**I/O nets highlighted**

Drawn at 3 px/µm.
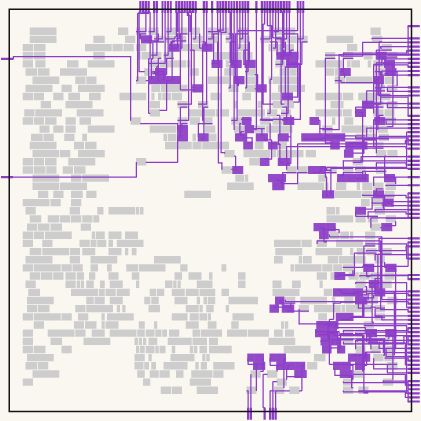
**Placement density heat map**

Drawn at 2 px/µm. 13 x 13 tiles, from dark purple (low) to yellow (high), 0 to 100% covered.
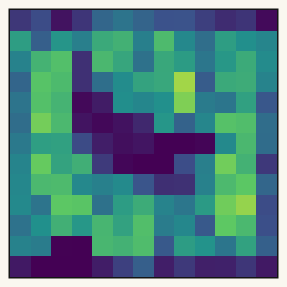
$ cat src/rtl/walker_pkg.sv
// Shared types and defaults for the page-walker arbiter and the walker it fronts.
package walker_pkg;

    typedef enum logic [1:0] {ARB_IDLE, ARB_ISSUE, ARB_WAIT, ARB_RESP} arb_state_e;

    localparam int unsigned DEF_VA_W = 32;
    localparam int unsigned DEF_PA_W = 28;

    // Index width for n requesters; a single requester still needs one bit.
    function automatic int unsigned id_width(input int unsigned n);
        return (n > 1) ? $clog2(n) : 1;
    endfunction

endpackage

$ cat src/rtl/walker_arb_if.sv
// Requester and walker handshake bundle for walker_arb.
// slave is the arbiter's view; master is the requesters/walker side.
interface walker_arb_if #(
    parameter int unsigned NUM_REQ = 4,
    parameter int unsigned VA_W    = walker_pkg::DEF_VA_W,
    parameter int unsigned PA_W    = walker_pkg::DEF_PA_W
);

    logic [NUM_REQ*VA_W-1:0] req_va_i;
    logic [NUM_REQ-1:0]      req_vld_i;
    logic [NUM_REQ-1:0]      req_rdy_o;
    logic [PA_W-1:0]         rsp_pa_o;
    logic                    rsp_fault_o;
    logic [NUM_REQ-1:0]      rsp_vld_o;
    logic [NUM_REQ-1:0]      rsp_rdy_i;
    logic [VA_W-1:0]         wk_va_o;
    logic                    wk_va_vld_o;
    logic                    wk_va_rdy_i;
    logic [PA_W-1:0]         wk_pa_i;
    logic                    wk_pa_vld_i;
    logic                    wk_pa_fault_i;
    logic                    wk_pa_rdy_o;

    modport slave (
        input  req_va_i, req_vld_i, rsp_rdy_i, wk_va_rdy_i, wk_pa_i, wk_pa_vld_i, wk_pa_fault_i,
        output req_rdy_o, rsp_pa_o, rsp_fault_o, rsp_vld_o, wk_va_o, wk_va_vld_o, wk_pa_rdy_o
    );

    modport master (
        output req_va_i, req_vld_i, rsp_rdy_i, wk_va_rdy_i, wk_pa_i, wk_pa_vld_i, wk_pa_fault_i,
        input  req_rdy_o, rsp_pa_o, rsp_fault_o, rsp_vld_o, wk_va_o, wk_va_vld_o, wk_pa_rdy_o
    );

endinterface

$ cat src/rtl/rr_pick.sv
// Combinational round-robin picker: first set bit of req searching upward from ptr, with wrap.
module rr_pick import walker_pkg::*; #(
    parameter  int unsigned N    = 4,
    localparam int unsigned ID_W = id_width(N)
) (
    input  logic [N-1:0]    req,
    input  logic [ID_W-1:0] ptr,
    output logic [N-1:0]    onehot,
    output logic [ID_W-1:0] idx,
    output logic            any
);

    logic [ID_W-1:0] cand;

    always_comb begin
        onehot = '0;
        idx    = '0;
        any    = 1'b0;
        cand   = '0;
        for (int unsigned i = 0; i < N; i++) begin
            cand = ID_W'((32'(ptr) + i) % N);
            if (!any && req[cand]) begin
                onehot[cand] = 1'b1;
                idx          = cand;
                any          = 1'b1;
            end
        end
    end

endmodule

$ cat src/rtl/walker_arb.sv
// Round-robin arbiter sharing one single-outstanding page walker among NUM_REQ requesters.
// Optional per-requester fault counters: define WALKER_ARB_FAULT_CNT_EN.
module walker_arb import walker_pkg::*; #(
    parameter  int unsigned NUM_REQ = 4,
    parameter  int unsigned VA_W    = DEF_VA_W,
    parameter  int unsigned PA_W    = DEF_PA_W,
    localparam int unsigned ID_W    = id_width(NUM_REQ)
) (
    input  logic                  clk_i,
    input  logic                  resetn_i,
    walker_arb_if.slave           bus,
`ifdef WALKER_ARB_FAULT_CNT_EN
    output logic [NUM_REQ*16-1:0] fault_cnt_o,
`endif
    output logic [ID_W-1:0]       owner_o,
    output logic                  busy_o,
    output logic                  proto_err_o
);

    arb_state_e         state_q, state_d;
    logic [VA_W-1:0]    va_q, va_d;
    logic [PA_W-1:0]    pa_q, pa_d;
    logic               fault_q, fault_d;
    logic [ID_W-1:0]    owner_q, owner_d;
    logic [ID_W-1:0]    rr_ptr_q, rr_ptr_d;
    logic               proto_err_q;

    logic [NUM_REQ-1:0] grant_oh;
    logic [ID_W-1:0]    grant_idx;
    logic               grant_any;
    logic [NUM_REQ-1:0] rsp_vld;
    logic               rsp_done;
    logic [VA_W-1:0]    req_va [NUM_REQ];

    for (genvar k = 0; k < NUM_REQ; k++) begin : g_port
        assign req_va[k]  = bus.req_va_i[k*VA_W +: VA_W];
        assign rsp_vld[k] = (state_q == ARB_RESP) && (owner_q == ID_W'(k));
    end

    rr_pick #(
        .N (NUM_REQ)
    ) u_pick (
        .req    (bus.req_vld_i),
        .ptr    (rr_ptr_q),
        .onehot (grant_oh),
        .idx    (grant_idx),
        .any    (grant_any)
    );

    // Only the owner's ready completes a response; other ports' ready is don't-care.
    assign rsp_done = |(rsp_vld & bus.rsp_rdy_i);

    always_comb begin
        state_d  = state_q;
        va_d     = va_q;
        pa_d     = pa_q;
        fault_d  = fault_q;
        owner_d  = owner_q;
        rr_ptr_d = rr_ptr_q;
        unique case (state_q)
            ARB_IDLE: begin
                if (grant_any) begin
                    va_d    = req_va[grant_idx];
                    owner_d = grant_idx;
                    state_d = ARB_ISSUE;
                end
            end
            ARB_ISSUE: begin
                if (bus.wk_va_rdy_i) state_d = ARB_WAIT;
            end
            ARB_WAIT: begin
                if (bus.wk_pa_vld_i) begin
                    pa_d    = bus.wk_pa_i;
                    fault_d = bus.wk_pa_fault_i;
                    state_d = ARB_RESP;
                end
            end
            ARB_RESP: begin
                if (rsp_done) begin
                    rr_ptr_d = (owner_q == ID_W'(NUM_REQ - 1)) ? '0 : owner_q + 1'b1;
                    state_d  = ARB_IDLE;
                end
            end
            default: state_d = ARB_IDLE;
        endcase
    end

    always_ff @(posedge clk_i or negedge resetn_i) begin
        if (!resetn_i) begin
            state_q     <= ARB_IDLE;
            va_q        <= '0;
            pa_q        <= '0;
            fault_q     <= 1'b0;
            owner_q     <= '0;
            rr_ptr_q    <= '0;
            proto_err_q <= 1'b0;
        end else begin
            state_q  <= state_d;
            va_q     <= va_d;
            pa_q     <= pa_d;
            fault_q  <= fault_d;
            owner_q  <= owner_d;
            rr_ptr_q <= rr_ptr_d;
            if (bus.wk_pa_vld_i && (state_q != ARB_WAIT)) proto_err_q <= 1'b1;
        end
    end

    // Never signal accept while in reset: the request would not be captured.
    assign bus.req_rdy_o   = (state_q == ARB_IDLE && resetn_i) ? grant_oh : '0;
    assign bus.wk_va_o     = va_q;
    assign bus.wk_va_vld_o = (state_q == ARB_ISSUE);
    assign bus.wk_pa_rdy_o = (state_q == ARB_WAIT);
    assign bus.rsp_vld_o   = rsp_vld;
    assign bus.rsp_pa_o    = pa_q;
    assign bus.rsp_fault_o = fault_q;
    assign owner_o         = owner_q;
    assign busy_o          = (state_q != ARB_IDLE);
    assign proto_err_o     = proto_err_q;

`ifdef WALKER_ARB_FAULT_CNT_EN
    for (genvar k = 0; k < NUM_REQ; k++) begin : g_fault_cnt
        logic [15:0] cnt_q;
        always_ff @(posedge clk_i or negedge resetn_i) begin
            if (!resetn_i) begin
                cnt_q <= '0;
            end else if (rsp_vld[k] && bus.rsp_rdy_i[k] && fault_q && (cnt_q != 16'hFFFF)) begin
                cnt_q <= cnt_q + 16'd1;
            end
        end
        assign fault_cnt_o[k*16 +: 16] = cnt_q;
    end
`endif

endmodule

$ cat src/flat_wrapper.sv
// flat-port wrapper written by rule: the top's interface ports become plain ports
module walker_arb_flat import walker_pkg::*;
#(
    parameter  int unsigned NUM_REQ = 4,
    parameter  int unsigned VA_W    = DEF_VA_W,
    parameter  int unsigned PA_W    = DEF_PA_W,
    localparam int unsigned ID_W    = id_width(NUM_REQ)
)
  (clk_i, resetn_i, owner_o, busy_o, proto_err_o, bus_req_va_i, bus_req_vld_i, bus_rsp_rdy_i, bus_wk_va_rdy_i, bus_wk_pa_i, bus_wk_pa_vld_i, bus_wk_pa_fault_i, bus_req_rdy_o, bus_rsp_pa_o, bus_rsp_fault_o, bus_rsp_vld_o, bus_wk_va_o, bus_wk_va_vld_o, bus_wk_pa_rdy_o);
  walker_arb_if #(.NUM_REQ(NUM_REQ), .VA_W(VA_W), .PA_W(PA_W)) bus_i ();
  input  logic clk_i;
  input  logic resetn_i;
  output logic [ID_W-1:0] owner_o;
  output logic busy_o;
  output logic proto_err_o;
  input wire logic [$bits(bus_i.req_va_i)-1:0] bus_req_va_i;
  input wire logic [$bits(bus_i.req_vld_i)-1:0] bus_req_vld_i;
  input wire logic [$bits(bus_i.rsp_rdy_i)-1:0] bus_rsp_rdy_i;
  input wire logic [$bits(bus_i.wk_va_rdy_i)-1:0] bus_wk_va_rdy_i;
  input wire logic [$bits(bus_i.wk_pa_i)-1:0] bus_wk_pa_i;
  input wire logic [$bits(bus_i.wk_pa_vld_i)-1:0] bus_wk_pa_vld_i;
  input wire logic [$bits(bus_i.wk_pa_fault_i)-1:0] bus_wk_pa_fault_i;
  output wire logic [$bits(bus_i.req_rdy_o)-1:0] bus_req_rdy_o;
  output wire logic [$bits(bus_i.rsp_pa_o)-1:0] bus_rsp_pa_o;
  output wire logic [$bits(bus_i.rsp_fault_o)-1:0] bus_rsp_fault_o;
  output wire logic [$bits(bus_i.rsp_vld_o)-1:0] bus_rsp_vld_o;
  output wire logic [$bits(bus_i.wk_va_o)-1:0] bus_wk_va_o;
  output wire logic [$bits(bus_i.wk_va_vld_o)-1:0] bus_wk_va_vld_o;
  output wire logic [$bits(bus_i.wk_pa_rdy_o)-1:0] bus_wk_pa_rdy_o;
  assign bus_i.req_va_i = bus_req_va_i;
  assign bus_i.req_vld_i = bus_req_vld_i;
  assign bus_i.rsp_rdy_i = bus_rsp_rdy_i;
  assign bus_i.wk_va_rdy_i = bus_wk_va_rdy_i;
  assign bus_i.wk_pa_i = bus_wk_pa_i;
  assign bus_i.wk_pa_vld_i = bus_wk_pa_vld_i;
  assign bus_i.wk_pa_fault_i = bus_wk_pa_fault_i;
  assign bus_req_rdy_o = bus_i.req_rdy_o;
  assign bus_rsp_pa_o = bus_i.rsp_pa_o;
  assign bus_rsp_fault_o = bus_i.rsp_fault_o;
  assign bus_rsp_vld_o = bus_i.rsp_vld_o;
  assign bus_wk_va_o = bus_i.wk_va_o;
  assign bus_wk_va_vld_o = bus_i.wk_va_vld_o;
  assign bus_wk_pa_rdy_o = bus_i.wk_pa_rdy_o;
  walker_arb #(.NUM_REQ(NUM_REQ), .VA_W(VA_W), .PA_W(PA_W)) u_core (.clk_i(clk_i), .resetn_i(resetn_i), .bus(bus_i), .owner_o(owner_o), .busy_o(busy_o), .proto_err_o(proto_err_o));
endmodule
$ cat config.mk
export PLATFORM = sky130hd
export DESIGN_NAME = walker_arb_flat
export DESIGN_NICKNAME = d
export VERILOG_FILES = /design/src/rtl/walker_pkg.sv /design/src/rtl/walker_arb_if.sv /design/src/rtl/rr_pick.sv /design/src/rtl/walker_arb.sv /design/src/flat_wrapper.sv
export SDC_FILE = /design/constraint.sdc
export NUM_CORES = 1
export LEC_CHECK = 0
export CAP_MARGIN = 30
export CORE_MARGIN = 4
export CORE_UTILIZATION = 29
export CTS_CLUSTER_SIZE = 12
export DETAILED_ROUTE_END_ITERATION = 16
export SLEW_MARGIN = 20
export SYNTH_ARGS = -nofsm -noshare
export SYNTH_HDL_FRONTEND = slang
export SYNTH_SLANG_ARGS = --single-unit
export TNS_END_PERCENT = 1
$ cat constraint.sdc
create_clock -name clk_i -period 3.24 [get_ports clk_i]
set_input_delay 0.486 -clock clk_i [delete_from_list [all_inputs] [get_ports clk_i]]
set_output_delay 0.486 -clock clk_i [all_outputs]
set_load 0.05 [all_outputs]
==> COMMIT_EDITMSG <==
Add synthesis and place-and-route results

- Outcome: finished, final reports clean
- Iteration-0 DRC count of the detailed router: 186
- Flip-flop and latch power: 1.53 mW
- Worst reg2reg path startpoint: u_core.rr_ptr_q[1]
- Path class of the lowest-slack min-delay path: in2async
- Class of the most critical setup path: in2out
- Endpoint class of the critical path: output pin
- The leakage power in the latest report is 3.02 nW.
- Leaving out filler cells and counting taps, the final layout contains 856.
- The initial antenna violation count was 0.
- Summed over all nets, the half-perimeter wirelength after detailed placement is between 10000 and 15000 µm.
- Share of synthesized cell area in and-or and or-and compound cells: approximately 14%
* Proportion of layout cells with a drive suffix above 1: 17.5%
- After synthesis, the chip area reported by Yosys is 0.00457 mm².
- Post-Syn Nets: around 580
- Top post-synthesis cells by count: sky130_fd_sc_hd__dfrtp_1, sky130_fd_sc_hd__o221ai_1, sky130_fd_sc_hd__mux2_2
* Pre-placement core utilization: 29.9%
- The cell sequence reported for the critical path is clkdlybuf4s50_1, mux4_2, nor2b_4, a22oi_1, nor2_1, a221oi_1, nor2_1, buf_12.
- Internal Power: ~4.1 mW
- Die Span X: 134 µm
- Per the run report, area growth between synthesis and finish was 63.6%.
- FILL cells: 1398
* Net switching power: approximately 4 mW
* Hold Vio Cnt, Final: 0
- Across all register-to-register paths, the minimum setup slack is 580 ps.
- Across the VDD grid, the largest voltage drop is 0.625 mV.
- The script logs the ratio of routed vias to standard cells as ~5.
- Tap cells: between 200 and 250
* Crit Path Max Fanout: 9
* Simple-Gate Fraction of Synth Area: 11.8%
- Sorting the synthesis cell report by count puts at the top sky130_fd_sc_hd__dfrtp_1.
- In the final run the clock tree shows a worst skew of 7.04 ps.
- In this run the count of I/O pins placed on the die edge is 244.
- Global-route congestion overflow total: 0
- STA lists the endpoint of the worst register-to-register path as u_core.bus.wk_va_o[2].
* Critical Path AT: about 2700 ps
- After Yosys synthesis, full adders, half adders and majority gates account for 4.38% of the synthesized area.
- Met3 track utilization from global routing: between 6 and 7%
- CP Data Required Time: 2750 ps
- Counting the warning lines in the Yosys log gives 0.
- Post-synthesis mux area share: 23.6%
- After detailed placement, the total cell area comes to 0.00715 mm².
- Per the detail_route report, routed wire per instance is ~19 µm.
About 'I/O nets highlighted':
| port | colour | direction | edge | end cells | buffers | wire |
|---|---|---|---|---|---|---|
| bus_req_va_i | purple | input | 72 right, 48 top, 6 bottom, 2 left | 104 | 128 | 4260 µm |

About 'placement density heat map':
emptiest ninth of the die: middle
fullest tile: 86%
mean over tiles: 41%
nearly empty tiles: 6.5%
tiles over 75% full: 4.1%

Power and IR drop assume default switching activity.
